==> images/sizing.png <==
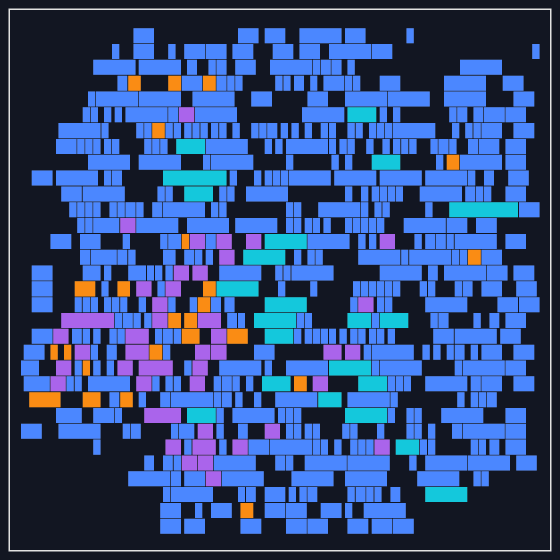
==> images/clock_wires.png <==
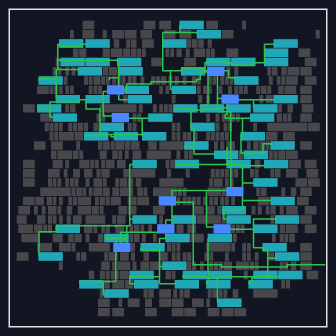
## src/rtl/key_entry_if.sv

```systemverilog
// ----------------------------------------------------------------------------
// key_entry_if
// Bundles the numpad event input, the live operand view and the
// operand/operator record handshake of key_entry.
//   key         numpad event {is_changed, keyboard, btn[3:0]}
//   entry       current operand, 8 BCD digits, digit 0 in [3:0]
//   entry_neg   sign of the current operand
//   digit_count number of entered digits, 0..8
//   overflow    sticky: a digit was rejected with 8 digits present
//   out_valid   record available
//   out_ready   downstream accepts the record
//   out_operand BCD operand of the record
//   out_neg     sign of the record
//   out_op      operator: 0 add, 1 sub, 2 mul, 3 div, 4 equals
//   dropped     one-cycle pulse when a key is discarded while a record waits
// master: the key_entry side. slave: the producer of keys / record consumer.
// ----------------------------------------------------------------------------
interface key_entry_if;
  logic [5:0]  key;
  logic [31:0] entry;
  logic        entry_neg;
  logic [3:0]  digit_count;
  logic        overflow;
  logic        out_valid;
  logic        out_ready;
  logic [31:0] out_operand;
  logic        out_neg;
  logic [2:0]  out_op;
  logic        dropped;

  modport master (
    input  key, out_ready,
    output entry, entry_neg, digit_count, overflow,
           out_valid, out_operand, out_neg, out_op, dropped
  );

  modport slave (
    output key, out_ready,
    input  entry, entry_neg, digit_count, overflow,
           out_valid, out_operand, out_neg, out_op, dropped
  );
endinterface

```

## src/rtl/key_entry.sv

```systemverilog
// ----------------------------------------------------------------------------
// key_entry
// Calculator operand entry from numpad events. Digits are shifted into an
// 8-digit BCD operand; an operator key publishes {operand, sign, operator}
// as a record held until a valid/ready handshake, after which a fresh
// operand is started.
// Ports:
//   clock  system clock, all state updates on the rising edge
//   reset  synchronous active-high reset
//   bus    key_entry_if.master (key event in, operand view and record out)
// Build option:
//   KEY_ENTRY_ALT_EN  when defined, the alternate keyboard provides
//                     backspace (glyph 1) and sign toggle (glyph 0);
//                     when undefined, alternate keys are ignored and the
//                     sign outputs stay 0.
// ----------------------------------------------------------------------------
module key_entry (
  input  logic         clock,
  input  logic         reset,
  key_entry_if.master  bus
);

`ifdef KEY_ENTRY_ALT_EN
  localparam bit ALT_EN = 1'b1;
`else
  localparam bit ALT_EN = 1'b0;
`endif

  typedef enum logic {ST_ENTRY, ST_PENDING} state_t;

  // Keypad matrix position to printed glyph.
  function automatic logic [3:0] glyph_of(input logic [3:0] btn);
    logic [3:0] g;
    case (btn)
      4'd0:    g = 4'h1;
      4'd1:    g = 4'h4;
      4'd2:    g = 4'h7;
      4'd3:    g = 4'h0;
      4'd4:    g = 4'h2;
      4'd5:    g = 4'h5;
      4'd6:    g = 4'h8;
      4'd7:    g = 4'hF;
      4'd8:    g = 4'h3;
      4'd9:    g = 4'h6;
      4'd10:   g = 4'h9;
      4'd11:   g = 4'hE;
      4'd12:   g = 4'hA;
      4'd13:   g = 4'hB;
      4'd14:   g = 4'hC;
      default: g = 4'hD;
    endcase
    return g;
  endfunction

  // Glyphs A..E encode add, sub, mul, div, equals as 0..4.
  function automatic logic [2:0] op_of(input logic [3:0] glyph);
    logic [3:0] t;
    t = glyph - 4'hA;
    return t[2:0];
  endfunction

  state_t      state;
  logic [31:0] entry_r;
  logic        entry_neg_r;
  logic [3:0]  count_r;
  logic        overflow_r;
  logic        out_valid_r;
  logic [31:0] out_operand_r;
  logic        out_neg_r;
  logic [2:0]  out_op_r;
  logic        dropped_r;

  // ---- stage p0: key decode ----
  logic       vld_p0;
  logic       main_p0;
  logic [3:0] glyph_p0;
  logic       is_digit_p0;

  assign vld_p0      = bus.key[5];
  assign main_p0     = bus.key[4];
  assign glyph_p0    = glyph_of(bus.key[3:0]);
  assign is_digit_p0 = (glyph_p0 <= 4'd9);

  // ---- stage p1: registered state and outputs ----
  always_ff @(posedge clock) begin
    if (reset) begin
      state         <= ST_ENTRY;
      entry_r       <= '0;
      entry_neg_r   <= 1'b0;
      count_r       <= '0;
      overflow_r    <= 1'b0;
      out_valid_r   <= 1'b0;
      out_operand_r <= '0;
      out_neg_r     <= 1'b0;
      out_op_r      <= '0;
      dropped_r     <= 1'b0;
    end else begin
      dropped_r <= 1'b0;
      case (state)
        ST_ENTRY: begin
          if (vld_p0 && main_p0) begin
            if (is_digit_p0) begin
              if (count_r == 4'd8) begin
                overflow_r <= 1'b1;
              end else if (!(glyph_p0 == 4'h0 && count_r == 4'd0)) begin
                // Leading zeros are swallowed so the count reflects
                // significant digits only.
                entry_r <= {entry_r[27:0], glyph_p0};
                count_r <= count_r + 4'd1;
              end
            end else if (glyph_p0 == 4'hF) begin
              entry_r     <= '0;
              entry_neg_r <= 1'b0;
              count_r     <= '0;
              overflow_r  <= 1'b0;
            end else begin
              out_operand_r <= entry_r;
              out_neg_r     <= entry_neg_r;
              out_op_r      <= op_of(glyph_p0);
              out_valid_r   <= 1'b1;
              state         <= ST_PENDING;
            end
          end
`ifdef KEY_ENTRY_ALT_EN
          else if (vld_p0 && !main_p0) begin
            if (glyph_p0 == 4'h1) begin
              if (count_r != 4'd0) begin
                entry_r    <= {4'h0, entry_r[31:4]};
                count_r    <= count_r - 4'd1;
                overflow_r <= 1'b0;
              end
            end else if (glyph_p0 == 4'h0) begin
              entry_neg_r <= ~entry_neg_r;
            end
          end
`endif
        end
        ST_PENDING: begin
          // Keys cannot be queued behind a waiting record; flag the loss.
          if (vld_p0 && (main_p0 || ALT_EN)) begin
            dropped_r <= 1'b1;
          end
          if (bus.out_ready) begin
            state       <= ST_ENTRY;
            out_valid_r <= 1'b0;
            entry_r     <= '0;
            entry_neg_r <= 1'b0;
            count_r     <= '0;
            overflow_r  <= 1'b0;
          end
        end
        default: state <= ST_ENTRY;
      endcase
    end
  end

  assign bus.entry       = entry_r;
  assign bus.entry_neg   = entry_neg_r;
  assign bus.digit_count = count_r;
  assign bus.overflow    = overflow_r;
  assign bus.out_valid   = out_valid_r;
  assign bus.out_operand = out_operand_r;
  assign bus.out_neg     = out_neg_r;
  assign bus.out_op      = out_op_r;
  assign bus.dropped     = dropped_r;

endmodule

```

## src/flat_wrapper.sv

```systemverilog
// flat-port wrapper written by rule: the top's interface ports become plain ports
module key_entry_flat 
  (clock, reset, bus_key, bus_out_ready, bus_entry, bus_entry_neg, bus_digit_count, bus_overflow, bus_out_valid, bus_out_operand, bus_out_neg, bus_out_op, bus_dropped);
  key_entry_if bus_i ();
  input  logic clock;
  input  logic reset;
  input wire logic [$bits(bus_i.key)-1:0] bus_key;
  input wire logic [$bits(bus_i.out_ready)-1:0] bus_out_ready;
  output wire logic [$bits(bus_i.entry)-1:0] bus_entry;
  output wire logic [$bits(bus_i.entry_neg)-1:0] bus_entry_neg;
  output wire logic [$bits(bus_i.digit_count)-1:0] bus_digit_count;
  output wire logic [$bits(bus_i.overflow)-1:0] bus_overflow;
  output wire logic [$bits(bus_i.out_valid)-1:0] bus_out_valid;
  output wire logic [$bits(bus_i.out_operand)-1:0] bus_out_operand;
  output wire logic [$bits(bus_i.out_neg)-1:0] bus_out_neg;
  output wire logic [$bits(bus_i.out_op)-1:0] bus_out_op;
  output wire logic [$bits(bus_i.dropped)-1:0] bus_dropped;
  assign bus_i.key = bus_key;
  assign bus_i.out_ready = bus_out_ready;
  assign bus_entry = bus_i.entry;
  assign bus_entry_neg = bus_i.entry_neg;
  assign bus_digit_count = bus_i.digit_count;
  assign bus_overflow = bus_i.overflow;
  assign bus_out_valid = bus_i.out_valid;
  assign bus_out_operand = bus_i.out_operand;
  assign bus_out_neg = bus_i.out_neg;
  assign bus_out_op = bus_i.out_op;
  assign bus_dropped = bus_i.dropped;
  key_entry u_core (.clock(clock), .reset(reset), .bus(bus_i));
endmodule
```

## config.mk

```make
export PLATFORM = sky130hd
export DESIGN_NAME = key_entry_flat
export DESIGN_NICKNAME = d
export VERILOG_FILES = /design/src/rtl/key_entry_if.sv /design/src/rtl/key_entry.sv /design/src/flat_wrapper.sv
export SDC_FILE = /design/constraint.sdc
export NUM_CORES = 1
export LEC_CHECK = 0
export ABC_AREA = 1
export CORE_MARGIN = 1.5
export CORE_UTILIZATION = 40
export CTS_CLUSTER_SIZE = 30
export DETAILED_ROUTE_END_ITERATION = 12
export GPL_ROUTABILITY_DRIVEN = 0
export PLACE_DENSITY = 0.7
export REMOVE_ABC_BUFFERS = 1
export SYNTH_ARGS = -nofsm -noshare
export SYNTH_HDL_FRONTEND = slang
export SYNTH_SLANG_ARGS = --single-unit
```

## constraint.sdc

```tcl
create_clock -name clock -period 2.14 [get_ports clock]
set_input_delay 0.428 -clock clock [delete_from_list [all_inputs] [get_ports clock]]
set_output_delay 0.428 -clock clock [all_outputs]
set_load 0.02 [all_outputs]
```

==> out/qor.log <==
qor: synth.aoi_share 0.0853
qor: grt.grt_first_pass_wirelength 13,300 microns
qor: floorplan.core-area 7770 sq um
qor: grt.gr-usage-met2 0.324
qor: route.maxUsedRoutingLayer met4
qor: sta.fin_setup_tns 0 ps
qor: layout.final_cell_mix sky130_fd_sc_hd__nor2_1 (142), sky130_fd_sc_hd__nand2_1 (115), sky130_fd_sc_hd__clkdlybuf4s50_1 (79)
qor: synth.synthesis.yosys.warnings 0
qor: layout.finalInstanceArea 4730 sq um
qor: worst_setup_path.arrival 2270 ps
qor: worst_setup_path.worstPathCellList dlygate4sd2_1 -> inv_2 -> ha_4 -> inv_1 -> nand2_1 -> nand2_1 -> nand2_2 -> nand2_4 -> a21oi_4 -> nand3_4 -> nor2_4 -> clkinv_4 -> buf_4 -> buf_12 -> nor2_1 -> nor2_1
qor: layout.seq_area 1500 sq um
qor: grt.met1_resource_use_gr 0.229
qor: floorplan.chip_area 8610 sq um
qor: grt.global_route.overflow_total 0
qor: clocking.cts_tree done
qor: route.wl_met3 357 microns
qor: synth.adder_share 0.0194
qor: synth.ys_top_logic_family simple AND/OR/NAND/NOR gates
qor: sta.hold_ws 463 ps
qor: synth.yosys_most_used_dff sky130_fd_sc_hd__dfxtp_1
qor: clocking.cts_sinks 75
qor: synth.synthTopCellsByArea sky130_fd_sc_hd__dfxtp_1 (47%), sky130_fd_sc_hd__nor2_1 (18%), sky130_fd_sc_hd__nand2_1 (13%), sky130_fd_sc_hd__o21ai_0 (6.2%), sky130_fd_sc_hd__buf_6 (2.1%)
qor: synth.synth.top_cells.by_count sky130_fd_sc_hd__nor2_1 (151), sky130_fd_sc_hd__nand2_1 (116), sky130_fd_sc_hd__dfxtp_1 (75), sky130_fd_sc_hd__o21ai_0 (40), sky130_fd_sc_hd__inv_1 (14)
qor: floorplan.design.portCount 85
qor: synth.synth_seq_share 0.465
qor: job.log.warning_count 28
qor: synth.synth_dominant_cell_count sky130_fd_sc_hd__nor2_1
qor: synth.synth.avg_cell_area 6.97 sq um
qor: worst_setup_path.critPathMaxFanout 10
qor: synth.number_of_enable_flip_flop_cells 0
qor: status.result_of_the_run finished clean
qor: clocking.post-cts-setup-buffers 6
qor: grt.grt_start_max_net_pins 35
qor: sta.post-route-period-util 0.956
qor: grt.global_route.peak_usage_layer met2
qor: clocking.clockBufferDepth 2
About sizing.png:
x6 and larger: shown in cyan, cells 22, share 3.8%, most used clkbuf_8. x3 and x4: shown in purple, cells 43, share 7.4%, most used buf_4. x2: shown in orange, cells 24, share 4.1%, most used nor2_2. x1 and smaller: shown in blue, cells 491, share 85%, most used nor2_1.

About clock_wires.png:
clock-net drivers: shown in blue, count 9. clock wires: shown in green, length 862 microns. flip-flops: shown in cyan, count 75.
There are 10 routed clock nets. Position of the flops: all over the die.

## where the power goes
group / internal, mW / total (mW) / switching, mW
registers: 1.49 / 1.57 / 0.0833
clock network: 0.533 / 1.04 / 0.505
logic: 0.385 / 0.828 / 0.444
total: 2.41 / 3.44 / 1.03
## worst paths after layout
kind                                           startpoint                    endpoint  slack [ps]  cells past startpoint
worst max-delay path                           bus_key[1]  u_core.bus.out_operand[17]          90                     16
worst min-delay path                  u_core.bus.overflow         u_core.bus.overflow         460                      2
worst max register to register  u_core.bus.digit_count[1]         u_core.bus.entry[4]         450                     13
worst min register to register        u_core.bus.overflow         u_core.bus.overflow         460                      2
## cell type report
type,count,area share
timing repair buffer,125,0.268
clock inverter,4,0.0111
clock buffer,11,0.0277
sequential,75,0.317
inverter,16,0.0137
multi-input combinational,349,0.335
tap,102,0.0270
Power and IR drop assume default switching activity.
